Figure 1. Clock nets (run 1).
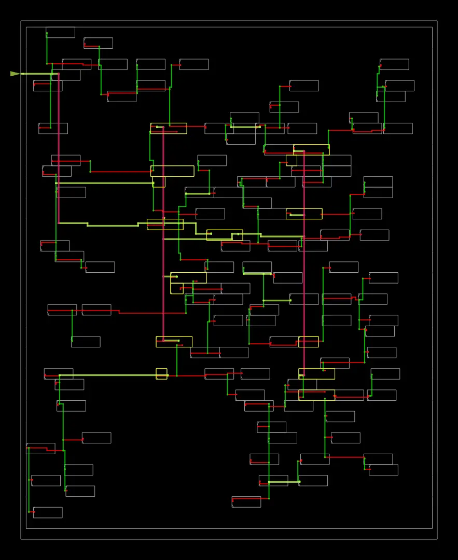
Figure 2. Signal metal coverage by tile (run 1).
21 x 26 tiles, from dark blue (low) to red (high), scaled to the fullest tile. Values are wire area over tile area, all layers added.
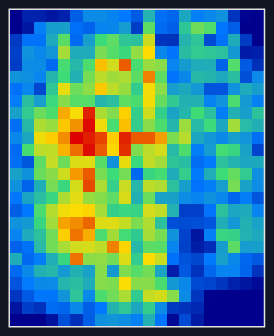
Figure 3. The metal 4 layer (run 1).
Cells faint in the background.
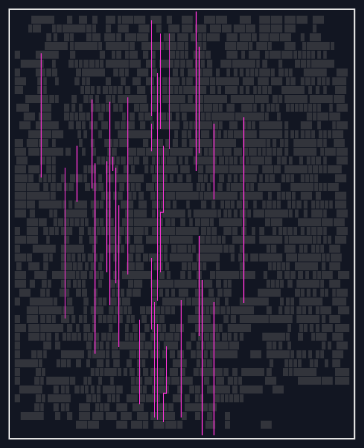
Figure 4. Clock network drawn from the DEF (run 1).
Scale bar: 20 um.
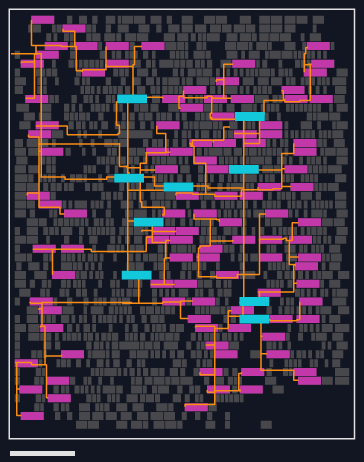
$ cat src/rtl/exc_unit_pkg.sv
// Shared types and CP0 field positions for the MEM-stage exception unit.
package exc_unit_pkg;

    // CP0 Status / Cause bit positions
    localparam int unsigned CP0_SR_IE  = 0;
    localparam int unsigned CP0_SR_EXL = 1;
    localparam int unsigned CP0_IM_LO  = 8;
    localparam int unsigned CP0_IM_HI  = 15;
    localparam int unsigned CP0_IP_LO  = 8;
    localparam int unsigned CP0_IP_HI  = 15;

    typedef enum logic [4:0] {
        EXC_INT  = 5'h00,
        EXC_ADEL = 5'h04,
        EXC_ADES = 5'h05,
        EXC_SYS  = 5'h08,
        EXC_BP   = 5'h09,
        EXC_RI   = 5'h0A,
        EXC_OV   = 5'h0C
    } exccode_t;

    typedef enum logic [1:0] {
        IDLE  = 2'd0,
        HOLD  = 2'd1,
        FLUSH = 2'd2
    } exc_state_t;

    // Source of the BadVAddr value for the selected exception
    typedef enum logic [1:0] {
        BVA_NONE = 2'd0,
        BVA_PC   = 2'd1,
        BVA_ADDR = 2'd2
    } bva_sel_t;

    // Interrupt enabled, not at exception level, and some unmasked IP pending
    function automatic logic int_pending(input logic [31:0] status,
                                         input logic [31:0] cause);
        return status[CP0_SR_IE] & ~status[CP0_SR_EXL] &
               (|(cause[CP0_IP_HI:CP0_IP_LO] & status[CP0_IM_HI:CP0_IM_LO]));
    endfunction

endpackage

$ cat src/rtl/exc_unit_if.sv
// Pipeline/CP0 facing signal bundle of the exception unit.
interface exc_unit_if;

    logic        m_stall;
    logic        m_valid;
    logic [31:0] m_pc;
    logic        m_is_bd;
    logic        m_adel_if;
    logic        m_ri;
    logic        m_ov;
    logic        m_syscall;
    logic        m_break;
    logic        m_adel_ld;
    logic        m_ades_st;
    logic        m_eret;
    logic [31:0] m_addr;
    logic [31:0] cp0_status;
    logic [31:0] cp0_cause;
    logic [31:0] cp0_epc;

    logic        is_valid_exc;
    logic [31:0] epc_wdata;
    logic        cause_bd_wdata;
    logic [4:0]  cause_exccode_wdata;
    logic        badvaddr_wen;
    logic [31:0] badvaddr_wdata;
    logic        eret_commit;
    logic        flush;
    logic        redirect_valid;
    logic [31:0] redirect_pc;

    // Pipeline / CP0 side
    modport master (
        output m_stall, m_valid, m_pc, m_is_bd, m_adel_if, m_ri, m_ov,
               m_syscall, m_break, m_adel_ld, m_ades_st, m_eret, m_addr,
               cp0_status, cp0_cause, cp0_epc,
        input  is_valid_exc, epc_wdata, cause_bd_wdata, cause_exccode_wdata,
               badvaddr_wen, badvaddr_wdata, eret_commit, flush,
               redirect_valid, redirect_pc
    );

    // Exception unit side
    modport slave (
        input  m_stall, m_valid, m_pc, m_is_bd, m_adel_if, m_ri, m_ov,
               m_syscall, m_break, m_adel_ld, m_ades_st, m_eret, m_addr,
               cp0_status, cp0_cause, cp0_epc,
        output is_valid_exc, epc_wdata, cause_bd_wdata, cause_exccode_wdata,
               badvaddr_wen, badvaddr_wdata, eret_commit, flush,
               redirect_valid, redirect_pc
    );

endinterface

$ cat src/rtl/exc_prio_enc.sv
// Combinational priority encoder: picks the single highest-priority event.
module exc_prio_enc
    import exc_unit_pkg::*;
(
    input  logic     valid,
    input  logic     int_req,
    input  logic     adel_if,
    input  logic     ri,
    input  logic     ov,
    input  logic     sys,
    input  logic     bp,
    input  logic     adel_ld,
    input  logic     ades_st,
    output logic     exc_valid,
    output exccode_t exccode,
    output bva_sel_t bva_sel
);

    // Fixed priority: Int > AdEL-fetch > RI > Ov > Sys > Bp > AdEL-load > AdES-store
    always_comb begin
        exc_valid = 1'b0;
        exccode   = EXC_INT;
        bva_sel   = BVA_NONE;
        if (valid) begin
            exc_valid = 1'b1;
            if (int_req) begin
                exccode = EXC_INT;
            end else if (adel_if) begin
                exccode = EXC_ADEL;
                bva_sel = BVA_PC;
            end else if (ri) begin
                exccode = EXC_RI;
            end else if (ov) begin
                exccode = EXC_OV;
            end else if (sys) begin
                exccode = EXC_SYS;
            end else if (bp) begin
                exccode = EXC_BP;
            end else if (adel_ld) begin
                exccode = EXC_ADEL;
                bva_sel = BVA_ADDR;
            end else if (ades_st) begin
                exccode = EXC_ADES;
                bva_sel = BVA_ADDR;
            end else begin
                exc_valid = 1'b0;
            end
        end
    end

endmodule

$ cat src/rtl/exc_unit.sv
// MEM-stage exception/interrupt arbiter driving CP0 commit, flush and redirect.
module exc_unit
    import exc_unit_pkg::*;
#(
    parameter logic [31:0] EXC_VECTOR = 32'hBFC0_0380
) (
    input logic       clk,
    input logic       rst,
    exc_unit_if.slave bus
);

    exc_state_t  state_d, state_q;
    logic        int_req_d, int_req_q;
    exccode_t    code_d, code_q;
    logic [31:0] epc_d, epc_q;
    logic        bd_d, bd_q;
    logic        bva_wen_d, bva_wen_q;
    logic [31:0] bva_d, bva_q;
    logic        is_exc_d, is_exc_q;
    logic [31:0] redir_d, redir_q;

    logic        enc_valid;
    exccode_t    enc_code;
    bva_sel_t    enc_bva_sel;

    logic [31:0] live_epc;
    logic        live_bva_wen;
    logic [31:0] live_bva;
    logic        eret_evt;

    logic        o_is_valid_exc;
    logic [31:0] o_epc;
    logic        o_bd;
    exccode_t    o_code;
    logic        o_bva_wen;
    logic [31:0] o_bva;
    logic        o_eret_commit;
    logic        o_flush;
    logic        o_redirect_valid;
    logic [31:0] o_redirect_pc;

    logic        unused_cp0_bits;
    assign unused_cp0_bits = ^{bus.cp0_status[31:16], bus.cp0_status[7:2],
                               bus.cp0_cause[31:16], bus.cp0_cause[7:0]};

    exc_prio_enc u_prio (
        .valid     (bus.m_valid),
        .int_req   (int_req_q),
        .adel_if   (bus.m_adel_if),
        .ri        (bus.m_ri),
        .ov        (bus.m_ov),
        .sys       (bus.m_syscall),
        .bp        (bus.m_break),
        .adel_ld   (bus.m_adel_ld),
        .ades_st   (bus.m_ades_st),
        .exc_valid (enc_valid),
        .exccode   (enc_code),
        .bva_sel   (enc_bva_sel)
    );

    // Commit fields computed from the live MEM instruction
    always_comb begin
        live_epc     = bus.m_is_bd ? (bus.m_pc - 32'd4) : bus.m_pc;
        live_bva_wen = (enc_bva_sel != BVA_NONE);
        live_bva     = '0;
        if (enc_bva_sel == BVA_PC)   live_bva = bus.m_pc;
        if (enc_bva_sel == BVA_ADDR) live_bva = bus.m_addr;
        eret_evt     = bus.m_valid & bus.m_eret & ~enc_valid;
    end

    // Next-state, latch updates and outputs
    always_comb begin
        state_d   = state_q;
        int_req_d = int_pending(bus.cp0_status, bus.cp0_cause);
        code_d    = code_q;
        epc_d     = epc_q;
        bd_d      = bd_q;
        bva_wen_d = bva_wen_q;
        bva_d     = bva_q;
        is_exc_d  = is_exc_q;
        redir_d   = redir_q;

        o_is_valid_exc   = 1'b0;
        o_epc            = '0;
        o_bd             = 1'b0;
        o_code           = EXC_INT;
        o_bva_wen        = 1'b0;
        o_bva            = '0;
        o_eret_commit    = 1'b0;
        o_flush          = 1'b0;
        o_redirect_valid = 1'b0;
        o_redirect_pc    = '0;

        case (state_q)
            IDLE: begin
                if (enc_valid) begin
                    o_is_valid_exc = 1'b1;
                    o_epc          = live_epc;
                    o_bd           = bus.m_is_bd;
                    o_code         = enc_code;
                    o_bva_wen      = live_bva_wen;
                    o_bva          = live_bva;
                    code_d         = enc_code;
                    epc_d          = live_epc;
                    bd_d           = bus.m_is_bd;
                    bva_wen_d      = live_bva_wen;
                    bva_d          = live_bva;
                    is_exc_d       = 1'b1;
                    redir_d        = EXC_VECTOR;
                    state_d        = bus.m_stall ? HOLD : FLUSH;
                end else if (eret_evt) begin
                    o_eret_commit = 1'b1;
                    is_exc_d      = 1'b0;
                    redir_d       = bus.cp0_epc;
                    state_d       = bus.m_stall ? HOLD : FLUSH;
                end
            end
            HOLD: begin
                // Replay from the latch so a vanished IP still commits
                o_is_valid_exc = is_exc_q;
                o_eret_commit  = ~is_exc_q;
                if (is_exc_q) begin
                    o_epc     = epc_q;
                    o_bd      = bd_q;
                    o_code    = code_q;
                    o_bva_wen = bva_wen_q;
                    o_bva     = bva_q;
                end
                if (!bus.m_stall) begin
                    if (!is_exc_q) redir_d = bus.cp0_epc;
                    state_d = FLUSH;
                end
            end
            FLUSH: begin
                o_flush          = 1'b1;
                o_redirect_valid = 1'b1;
                o_redirect_pc    = redir_q;
                state_d          = IDLE;
            end
            default: state_d = IDLE;
        endcase

        // Reset silences every output in the same cycle, including mid-HOLD/FLUSH
        if (rst) begin
            o_is_valid_exc   = 1'b0;
            o_epc            = '0;
            o_bd             = 1'b0;
            o_code           = EXC_INT;
            o_bva_wen        = 1'b0;
            o_bva            = '0;
            o_eret_commit    = 1'b0;
            o_flush          = 1'b0;
            o_redirect_valid = 1'b0;
            o_redirect_pc    = '0;
        end
    end

    // State and latch registers
    always_ff @(posedge clk) begin
        if (rst) begin
            state_q   <= IDLE;
            int_req_q <= 1'b0;
            code_q    <= EXC_INT;
            epc_q     <= '0;
            bd_q      <= 1'b0;
            bva_wen_q <= 1'b0;
            bva_q     <= '0;
            is_exc_q  <= 1'b0;
            redir_q   <= '0;
        end else begin
            state_q   <= state_d;
            int_req_q <= int_req_d;
            code_q    <= code_d;
            epc_q     <= epc_d;
            bd_q      <= bd_d;
            bva_wen_q <= bva_wen_d;
            bva_q     <= bva_d;
            is_exc_q  <= is_exc_d;
            redir_q   <= redir_d;
        end
    end

    assign bus.is_valid_exc        = o_is_valid_exc;
    assign bus.epc_wdata           = o_epc;
    assign bus.cause_bd_wdata      = o_bd;
    assign bus.cause_exccode_wdata = o_code;
    assign bus.badvaddr_wen        = o_bva_wen;
    assign bus.badvaddr_wdata      = o_bva;
    assign bus.eret_commit         = o_eret_commit;
    assign bus.flush               = o_flush;
    assign bus.redirect_valid      = o_redirect_valid;
    assign bus.redirect_pc         = o_redirect_pc;

endmodule

$ cat src/flat_wrapper.sv
// flat-port wrapper written by rule: the top's interface ports become plain ports
module exc_unit_flat import exc_unit_pkg::*;
#(
    parameter logic [31:0] EXC_VECTOR = 32'hBFC0_0380
)
  (clk, rst, bus_m_stall, bus_m_valid, bus_m_pc, bus_m_is_bd, bus_m_adel_if, bus_m_ri, bus_m_ov, bus_m_syscall, bus_m_break, bus_m_adel_ld, bus_m_ades_st, bus_m_eret, bus_m_addr, bus_cp0_status, bus_cp0_cause, bus_cp0_epc, bus_is_valid_exc, bus_epc_wdata, bus_cause_bd_wdata, bus_cause_exccode_wdata, bus_badvaddr_wen, bus_badvaddr_wdata, bus_eret_commit, bus_flush, bus_redirect_valid, bus_redirect_pc);
  exc_unit_if bus_i ();
  input logic clk;
  input logic rst;
  input wire logic [$bits(bus_i.m_stall)-1:0] bus_m_stall;
  input wire logic [$bits(bus_i.m_valid)-1:0] bus_m_valid;
  input wire logic [$bits(bus_i.m_pc)-1:0] bus_m_pc;
  input wire logic [$bits(bus_i.m_is_bd)-1:0] bus_m_is_bd;
  input wire logic [$bits(bus_i.m_adel_if)-1:0] bus_m_adel_if;
  input wire logic [$bits(bus_i.m_ri)-1:0] bus_m_ri;
  input wire logic [$bits(bus_i.m_ov)-1:0] bus_m_ov;
  input wire logic [$bits(bus_i.m_syscall)-1:0] bus_m_syscall;
  input wire logic [$bits(bus_i.m_break)-1:0] bus_m_break;
  input wire logic [$bits(bus_i.m_adel_ld)-1:0] bus_m_adel_ld;
  input wire logic [$bits(bus_i.m_ades_st)-1:0] bus_m_ades_st;
  input wire logic [$bits(bus_i.m_eret)-1:0] bus_m_eret;
  input wire logic [$bits(bus_i.m_addr)-1:0] bus_m_addr;
  input wire logic [$bits(bus_i.cp0_status)-1:0] bus_cp0_status;
  input wire logic [$bits(bus_i.cp0_cause)-1:0] bus_cp0_cause;
  input wire logic [$bits(bus_i.cp0_epc)-1:0] bus_cp0_epc;
  output wire logic [$bits(bus_i.is_valid_exc)-1:0] bus_is_valid_exc;
  output wire logic [$bits(bus_i.epc_wdata)-1:0] bus_epc_wdata;
  output wire logic [$bits(bus_i.cause_bd_wdata)-1:0] bus_cause_bd_wdata;
  output wire logic [$bits(bus_i.cause_exccode_wdata)-1:0] bus_cause_exccode_wdata;
  output wire logic [$bits(bus_i.badvaddr_wen)-1:0] bus_badvaddr_wen;
  output wire logic [$bits(bus_i.badvaddr_wdata)-1:0] bus_badvaddr_wdata;
  output wire logic [$bits(bus_i.eret_commit)-1:0] bus_eret_commit;
  output wire logic [$bits(bus_i.flush)-1:0] bus_flush;
  output wire logic [$bits(bus_i.redirect_valid)-1:0] bus_redirect_valid;
  output wire logic [$bits(bus_i.redirect_pc)-1:0] bus_redirect_pc;
  assign bus_i.m_stall = bus_m_stall;
  assign bus_i.m_valid = bus_m_valid;
  assign bus_i.m_pc = bus_m_pc;
  assign bus_i.m_is_bd = bus_m_is_bd;
  assign bus_i.m_adel_if = bus_m_adel_if;
  assign bus_i.m_ri = bus_m_ri;
  assign bus_i.m_ov = bus_m_ov;
  assign bus_i.m_syscall = bus_m_syscall;
  assign bus_i.m_break = bus_m_break;
  assign bus_i.m_adel_ld = bus_m_adel_ld;
  assign bus_i.m_ades_st = bus_m_ades_st;
  assign bus_i.m_eret = bus_m_eret;
  assign bus_i.m_addr = bus_m_addr;
  assign bus_i.cp0_status = bus_cp0_status;
  assign bus_i.cp0_cause = bus_cp0_cause;
  assign bus_i.cp0_epc = bus_cp0_epc;
  assign bus_is_valid_exc = bus_i.is_valid_exc;
  assign bus_epc_wdata = bus_i.epc_wdata;
  assign bus_cause_bd_wdata = bus_i.cause_bd_wdata;
  assign bus_cause_exccode_wdata = bus_i.cause_exccode_wdata;
  assign bus_badvaddr_wen = bus_i.badvaddr_wen;
  assign bus_badvaddr_wdata = bus_i.badvaddr_wdata;
  assign bus_eret_commit = bus_i.eret_commit;
  assign bus_flush = bus_i.flush;
  assign bus_redirect_valid = bus_i.redirect_valid;
  assign bus_redirect_pc = bus_i.redirect_pc;
  exc_unit #(.EXC_VECTOR(EXC_VECTOR)) u_core (.clk(clk), .rst(rst), .bus(bus_i));
endmodule
$ cat config.mk
export PLATFORM = sky130hd
export DESIGN_NAME = exc_unit_flat
export DESIGN_NICKNAME = d
export VERILOG_FILES = /design/src/rtl/exc_unit_pkg.sv /design/src/rtl/exc_unit_if.sv /design/src/rtl/exc_prio_enc.sv /design/src/rtl/exc_unit.sv /design/src/flat_wrapper.sv
export SDC_FILE = /design/constraint.sdc
export NUM_CORES = 1
export LEC_CHECK = 0
export ABC_AREA = 1
export CORE_ASPECT_RATIO = 1.25
export CORE_UTILIZATION = 46
export CTS_CLUSTER_DIAMETER = 120
export CTS_CLUSTER_SIZE = 16
export DETAILED_ROUTE_END_ITERATION = 12
export GPL_TIMING_DRIVEN = 0
export PLACE_DENSITY = 0.85
export SYNTH_ARGS = -nofsm -noshare
export SYNTH_HDL_FRONTEND = slang
export SYNTH_SLANG_ARGS = --single-unit
$ cat constraint.sdc
create_clock -name clk -period 2.6 [get_ports clk]
set_input_delay 0.26 -clock clk [delete_from_list [all_inputs] [get_ports clk]]
set_output_delay 0.26 -clock clk [all_outputs]
set_load 0.03 [all_outputs]
==> flow_metrics.tcl, run 1 <==
# flow metrics
set metrics [dict create \
    status "completed" \
    ioPinCount 280 \
    grt_antenna_before_repair 0 \
    tritoncts "yes" \
    groute.usage.overall 0.317 \
    period_minus_slack_ns 2.55 \
    syn-cell-area_sq_mm 0.00624 \
    finish.cell_count_without_fillers 1474 \
    dr.pass1.iters 6 \
    dp_hpwl_um 17800 \
    whs_path_depth 2 \
    seqCellArea_sq_mm 0.00212 \
    synth.yosys.warnings 0 \
    ff_count 106 \
    comb_share 0.398 \
    timing.hold.worst.class "flop to flop" \
    cts.sink_count 106 \
    yosys-dominant-comb-family "simple AND/OR/NAND/NOR gates" \
    syn-mean-instance-area_sq_um 5.96 \
    post_route_antenna_net_violation_count 0 \
    compound_gate_portion_of_the_synthesized_area 0.198 \
    yosys.area.top_type "dfxtp_1" \
    floorplan_die_height_um 132 \
    dp_cells 1448 \
    synth_chip_area_sq_mm 0.00624 \
    dr.first_iter.drc_count 596 \
    grt_pass1_vias 7115 \
    setup_violations 0 \
    maximum_root_to_sink_buffer_count 2 \
    slew_viol_final 0 \
    largest_class "multi-input combinational cells" \
    fillCellCount 1193 \
    min_from "u_core.epc_q[6]$_SDFFE_PP0N_" \
    setup.worst_path.start_class "flop" \
    fp_nets 1220 \
    die_area_sq_mm 0.0140 \
    clkbuf_count 10 \
    enable_flop_cells 0 \
    dominantRegCellSynth "dfxtp_1" \
    n_antenna_cell 0 \
    worst_r2r_path_depth 9 \
    logic_gates 777 \
    crit-reg2reg-capture "u_core.redir_q[17]$_SDFFE_PP0P_" \
    synth_adder_area_share 0.00201 \
    yosys_cells 1046 \
    endpoint_kind "primary output" \
    clock.fmax_ghz 0.391 \
    ys_seq_share 0.340 \
    log.warning_count 74 \
    hold_viol_final 0 \
    flop_share_of_the_area 0.233 \
    io_buffer_count 231 \
    yosys.cell_types.count 30 \
    tap-cell-count 171 \
    drive_above_1_share 0.128 \
    synthSimpleGateAreaFrac 0.356 \
]
Notes on Figure 1 above:
Num CTS Buffers: 9
worst clock skew: 0.00627 ns

Notes on Figure 2 above:
34% of the tiles are over half the peak. The emptiest ninth of the die: south-east. 4.6% of the tiles are nearly empty. The fullest tile reaches 0.67. The mean over all tiles is 0.27.
mean routed wirelength per cell: 15.6 um
Total Routed Length: 23,000 um

Notes on Figure 3 above:
29 nets have wire on it. The layer holds 4.7% of the routed length.
via count: 7,816

Notes on Figure 4 above:
Key: cyan = clock drivers [count 9]; magenta = flip-flops [count 106]; orange = clock wires [length 1,320 um]
There are 10 routed clock nets. Position of the flops: all over the die.

[run 1: stage by stage]
stage | util | instance area [sq um] | hold slack, ns | setup TNS, ns
after floorplan | - | 6240 | 0.336 | 0
after global placement | 0.662 | 8760 | 0.448 | -37.19
after detailed placement | 0.662 | 8760 | 0.455 | -37.78
after CTS | 0.682 | 9030 | 0.466 | -0.104
after global routing | 0.687 | 9090 | 0.477 | -0.127
final | 0.687 | 9090 | 0.465 | 0
[run 1: power breakdown]
part,total (W),internal (W),switching (W)
combinational,0.00113,0.000442,0.000686
sequential,0.00179,0.00175,0.0000477
clock,0.00143,0.000776,0.000649
[run 1: registers in the layout, indices dropped and copies added (netlist names)]
signal / cells
u_core.redir_q: 32
u_core.state_q: 2
u_core.int_req_q: 1
u_core.bva_q: 32
u_core.code_q: 4
u_core.epc_q: 32
u_core.bd_q: 1
u_core.is_exc_q: 1
u_core.bva_wen_q: 1
[run 1: routing by layer]
layer / vias to the layer above / wire length [um] / track usage / part of all wire
met3: 70 / 1700 / 0.0425 / 0.074
met1: 3497 / 9160 / 0.384 / 0.40
met5: - / 0 / 0 / 0
met4: 0 / 1090 / 0.177 / 0.047
li1: 3880 / - / - / -
met2: 369 / 11000 / 0.536 / 0.48
[run 1: layout by cell type (no fill, tap or decap), types with 2 or more instances in the layout]
cell type and count:
clkdlybuf4s15_2 10, clkinvlp_4 2, nor3_1 16, clkbuf_1 33, nor2_2 10, dlygate4sd2_1 2
buf_4 20, dlymetal6s2s_1 9, nand3_1 76, clkbuf_2 23, nor2_4 8, a22o_1 3
a21oi_1 136, nand4_1 5, inv_1 93, inv_6 2, nand2_2 3, clkbuf_4 10
nor2_1 113, buf_1 2, o211ai_1 32, a21oi_2 9, nand2_1 309, dfxtp_1 106
clkbuf_16 9, clkdlybuf4s50_1 150, buf_2 47, o21ai_1 3, o21ai_0 38, inv_2 4
[run 1: critical path, stage by stage, from the launching register on]
cell,delay (ns)
dfxtp_1,0.40
inv_1,0.07
nor2_2,0.15
inv_2,0.09
nor2_4,0.22
buf_4,0.22
buf_2,0.23
nand2_1,0.07
a21oi_1,0.16
clkdlybuf4s15_2,0.32
[run 1: worst max path at each step]
stage | from | slack, ns | end | depth (start not counted)
floorplan | u_core.state_q[1]$_SDFFE_PP0P_ | 0.58 | bus_cause_exccode_wdata[0] | 7
global placement | bus_m_adel_if | -0.70 | bus_epc_wdata[3] | 12
detailed placement | bus_m_adel_if | -0.70 | bus_epc_wdata[3] | 12
CTS | bus_m_pc[3] | -0.10 | bus_epc_wdata[28] | 12
global route | bus_m_pc[4] | -0.07 | bus_epc_wdata[21] | 9
finish | u_core.state_q[0]$_SDFFE_PP0P_ | 0.05 | bus_epc_wdata[21] | 9
[run 1: cell families (layout without fill, tap and decap cells)]
| kind of cell | Yosys count | after routing |
|---|---|---|
| other cells | 1 | 1 |
| simple gates | 549 | 549 |
| buf+inv | 163 | 420 |
| fa+ha+maj | 1 | 1 |
| compound gates | 226 | 226 |
| flops | 106 | 106 |
[run 1: repair_timing]
item / 4_1_cts / 5_1_grt
pin swaps: 4 / 9
resized: 292 / 102
hold buffers: 0 / 0
buffers inserted: 2 / 9
setup endpoints to repair: 72 / 95
Figure 5. Placement by cell class (run 1).
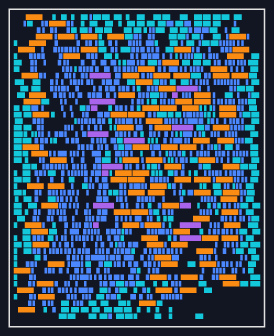

## Run 2: what changed since run 1
- ABC_AREA: 1 -> unset
- CORE_UTILIZATION: 46 -> 45
- CTS_CLUSTER_DIAMETER: 120 -> 80
- CTS_CLUSTER_SIZE: 16 -> unset
Figure 6. Placement by cell class (run 2).
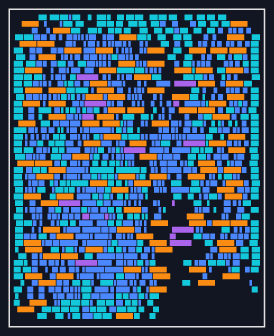
Key: purple = clock drivers and dummy loads [cells 15, share of their area 2.9%]; orange = flops [cells 106, share of their area 23%]; blue = combinational and other logic [cells 595, share of their area 42%]; cyan = other buffers and delay cells [cells 330, share of their area 32%]

Figure 7. Signal metal coverage by tile (run 2).
21 x 26 tiles, from dark blue (low) to red (high), scaled to the fullest tile. Values are wire area over tile area, all layers added.
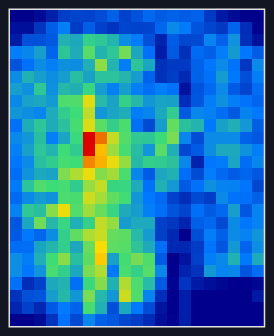
6.4% of the tiles are nearly empty. 15% of the tiles are over half the peak. The emptiest ninth of the die: south-east. The mean over all tiles is 0.27. The fullest tile reaches 0.90.
mean routed wirelength per cell: 17.9 um
All-Layer GR Usage: 0.297
Total Routed Length: 21,800 um
via count: 6,725

==> run 2 against run 1 <==
Net effect:
- the run now ends with setup timing left
- cell count down 18%
- global-route usage shrank 2.0 points
- sequential cell count unchanged
- synthesized cell count is 27% lower
- worst hold slack lost 0.24 ns
- die size shrank 4.0%
- first-iteration DRC count fell by 20%
==> flow_metrics.tcl, run 2 <==
# flow metrics
set metrics [dict create \
    grt_antenna_before_repair 0 \
    synth-seq-cells 106 \
    crit-reg2reg-capture "u_core.redir_q[15]$_SDFFE_PP0P_" \
    worst_r2r_path_depth 6 \
    internal-power_w 0.00286 \
    maximum_root_to_sink_buffer_count 2 \
    worst_path_largest_cell_delay_ns 0.56 \
    floorplan_die_height_um 129 \
    yosys.area.top_type "dfxtp_1" \
    failed_checks "setup timing" \
    switching_share 0.303 \
    largest_registers "u_core.bva_q (32), u_core.epc_q (32), u_core.redir_q (32)" \
    tritoncts "yes" \
    clock.fmax_ghz 0.361 \
    cpLargestDelayFamily "simple AND/OR/NAND/NOR gates" \
    setup.worst_path.start_class "input pin" \
    hold-worst-slack_ns 0.226 \
    die_area_sq_mm 0.0135 \
    enable_flop_cells 0 \
    status "finished, violations left" \
    syn-mean-instance-area_sq_um 7.70 \
    n_antenna_cell 0 \
    drive_above_1_share 0.252 \
    net-switching-power_w 0.00124 \
    seqPwrFrac 0.437 \
    cts_made_buffers 9 \
    dr.pass1.iters 5 \
    yosys_cells 760 \
    post_route_antenna_net_violation_count 0 \
    r2r_setup_slack_ns 0.30 \
    comb_power_share 0.239 \
    slew_viol_final 0 \
    worst-path-stages 8 \
    yosys.cell_types.count 56 \
    timing.critical_path.to "bus_epc_wdata[30]" \
    dominantRegCellSynth "dfxtp_1" \
    worst_relative_slew_slack 0.567 \
    ioPinCount 280 \
    fillCellCount 928 \
    cp_num_buf_inv 3 \
    clock_power_share 0.324 \
    setup_violations 12 \
    dp_hpwl_um 14000 \
    fin_ws_ns -0.167 \
    seqCellArea_sq_mm 0.00212 \
    dr.first_iter.drc_count 477 \
    endpoint_kind "primary output" \
    timing.hold.worst.class "input pin to flop" \
    hold_viol_final 0 \
    worst_path_max_delay_cell "or4_4" \
    drcViolationCount 0 \
    setup-tns-final_ns -0.664 \
    cts.sink_count 106 \
    worstSetupStartpoint "bus_m_pc[8]" \
    grt_pass1_vias 6180 \
    rsz0062_at_grt "true" \
    layout.cells.most_common_list "nand2_1, clkdlybuf4s50_1, dfxtp_1" \
    syn-cell-area_sq_mm 0.00585 \
    period_minus_slack_ns 2.77 \
    synth.yosys.warnings 0 \
    layout_worst_path_cycle_share 1.06 \
    layout.cells.most_common "nand2_1" \
    ys_seq_share 0.363 \
    log.warning_count 74 \
    io_buffer_count 230 \
    fp_nets 934 \
    synth_chip_area_sq_mm 0.00585 \
    critical_path_cell_list "buf_8 > or4_4 > or4_4 > buf_4 > nor4b_4 > xnor2_1 > o21ai_1 > buf_4" \
]
Figure 8. Clock nets (run 2).
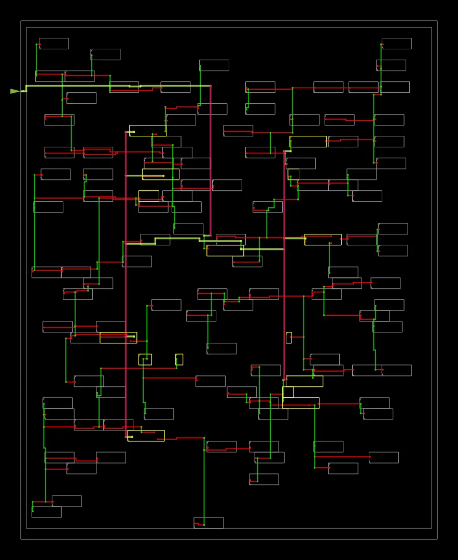
P_clk: 0.00133 W
worst clock skew: 0.00643 ns
later-pin clock latency in the skew report: 0.36 ns
FF+latch count: 106

## run 2: cell count changes after synthesis, moves of 30 or more
cell / delta
inv_1: -87
nor2_1: -87
nand3_1: -75
o211ai_1: -30
a21oi_1: -61
a21o_1: +64
nand2_1: -155
and2_1: +31
## run 2: power by group through the flow
stage               Combinational, W  Sequential, W  Clock, W
finish                      0.000977        0.00179   0.00133
global route                 0.00104        0.00180   0.00140
CTS                         0.000928        0.00178   0.00131
detailed placement          0.000868        0.00182         0
global placement            0.000860        0.00181         0
floorplan                   0.000461        0.00181         0
## run 2: cell type report
cell class / count / share of cell area
plain buffers: 55 / 0.0365
clock buffers: 11 / 0.0257
clock inverters: 4 / 0.00304
inverters: 7 / 0.00278
multi-input cells: 588 / 0.406
flip-flops and latches: 106 / 0.225
well taps: 168 / 0.0222
repair buffers: 275 / 0.280
## run 2: repair_timing
action	in CTS	in global routing
cloned	2	0
setup endpoints to repair	139	130
hold buffers	0	0
pin swaps	31	27
gates resized	411	77
setup buffers	40	6
## run 2: how the worst min path moves through the flow
stage                                    startpoint                         endpoint  slack [ns]  depth (start not counted)
floorplan                               bus_m_stall   u_core.state_q[1]$_SDFFE_PP0P_        0.33                          1
global placement       u_core.bva_q[2]$_SDFFE_PP0N_     u_core.bva_q[2]$_SDFFE_PP0N_        0.43                          1
detailed placement  u_core.redir_q[10]$_SDFFE_PP0P_  u_core.redir_q[10]$_SDFFE_PP0P_        0.44                          2
CTS                                     bus_m_is_bd         u_core.bd_q$_SDFFE_PP0N_        0.23                          3
global route                            bus_m_is_bd         u_core.bd_q$_SDFFE_PP0N_        0.24                          3
finish                                  bus_m_is_bd         u_core.bd_q$_SDFFE_PP0N_        0.23                          3
## run 2: cells by family (layout without fill, tap and decap cells)
group,count (synthesis),in the layout,synth area share
AOI/OAI and AO/OA,210,210,0.231
xor gates and xnor gates,27,27,0.0404
muxes,1,1,0.00171
and+or+nand+nor,348,348,0.313
DFF,106,106,0.363
buffers and inverters,66,352,0.0486
other,1,1,0.000641
adders and majority gates,1,1,0.00214
## run 2: worst reg2reg max path: stages, from the launching register on
cell      delay, ns
dfxtp_1        0.40
nor4_4         0.43
nand2_1        0.22
and3_1         0.30
clkbuf_1       0.23
or3b_2         0.50
a21oi_1        0.15
## run 2: per-layer routing
layer  routed length [um]  up-vias  GRT usage
met5                    0        -          0
li1                     -     3197          -
met1                 8410     3108      0.342
met2                10700      351      0.535
met4                  940        0      0.141
met3                 1680       69     0.0558
## run 2: per-stage QoR
stage / util / area [sq um] / instances / power, W / setup WS, ns
detailed placement: 0.660 / 8360 / 1158 / 0.00269 / -1.24
global placement: 0.660 / 8360 / 1158 / 0.00267 / -1.23
floorplan: - / 5850 / 760 / 0.00227 / 0.0115
CTS: 0.731 / 9250 / 1211 / 0.00402 / -0.142
global route: 0.747 / 9450 / 1214 / 0.00424 / -0.267
finish: 0.747 / 9450 / 1214 / 0.00410 / -0.167
Power figures rest on the tool's default switching activity, not on a simulated workload.
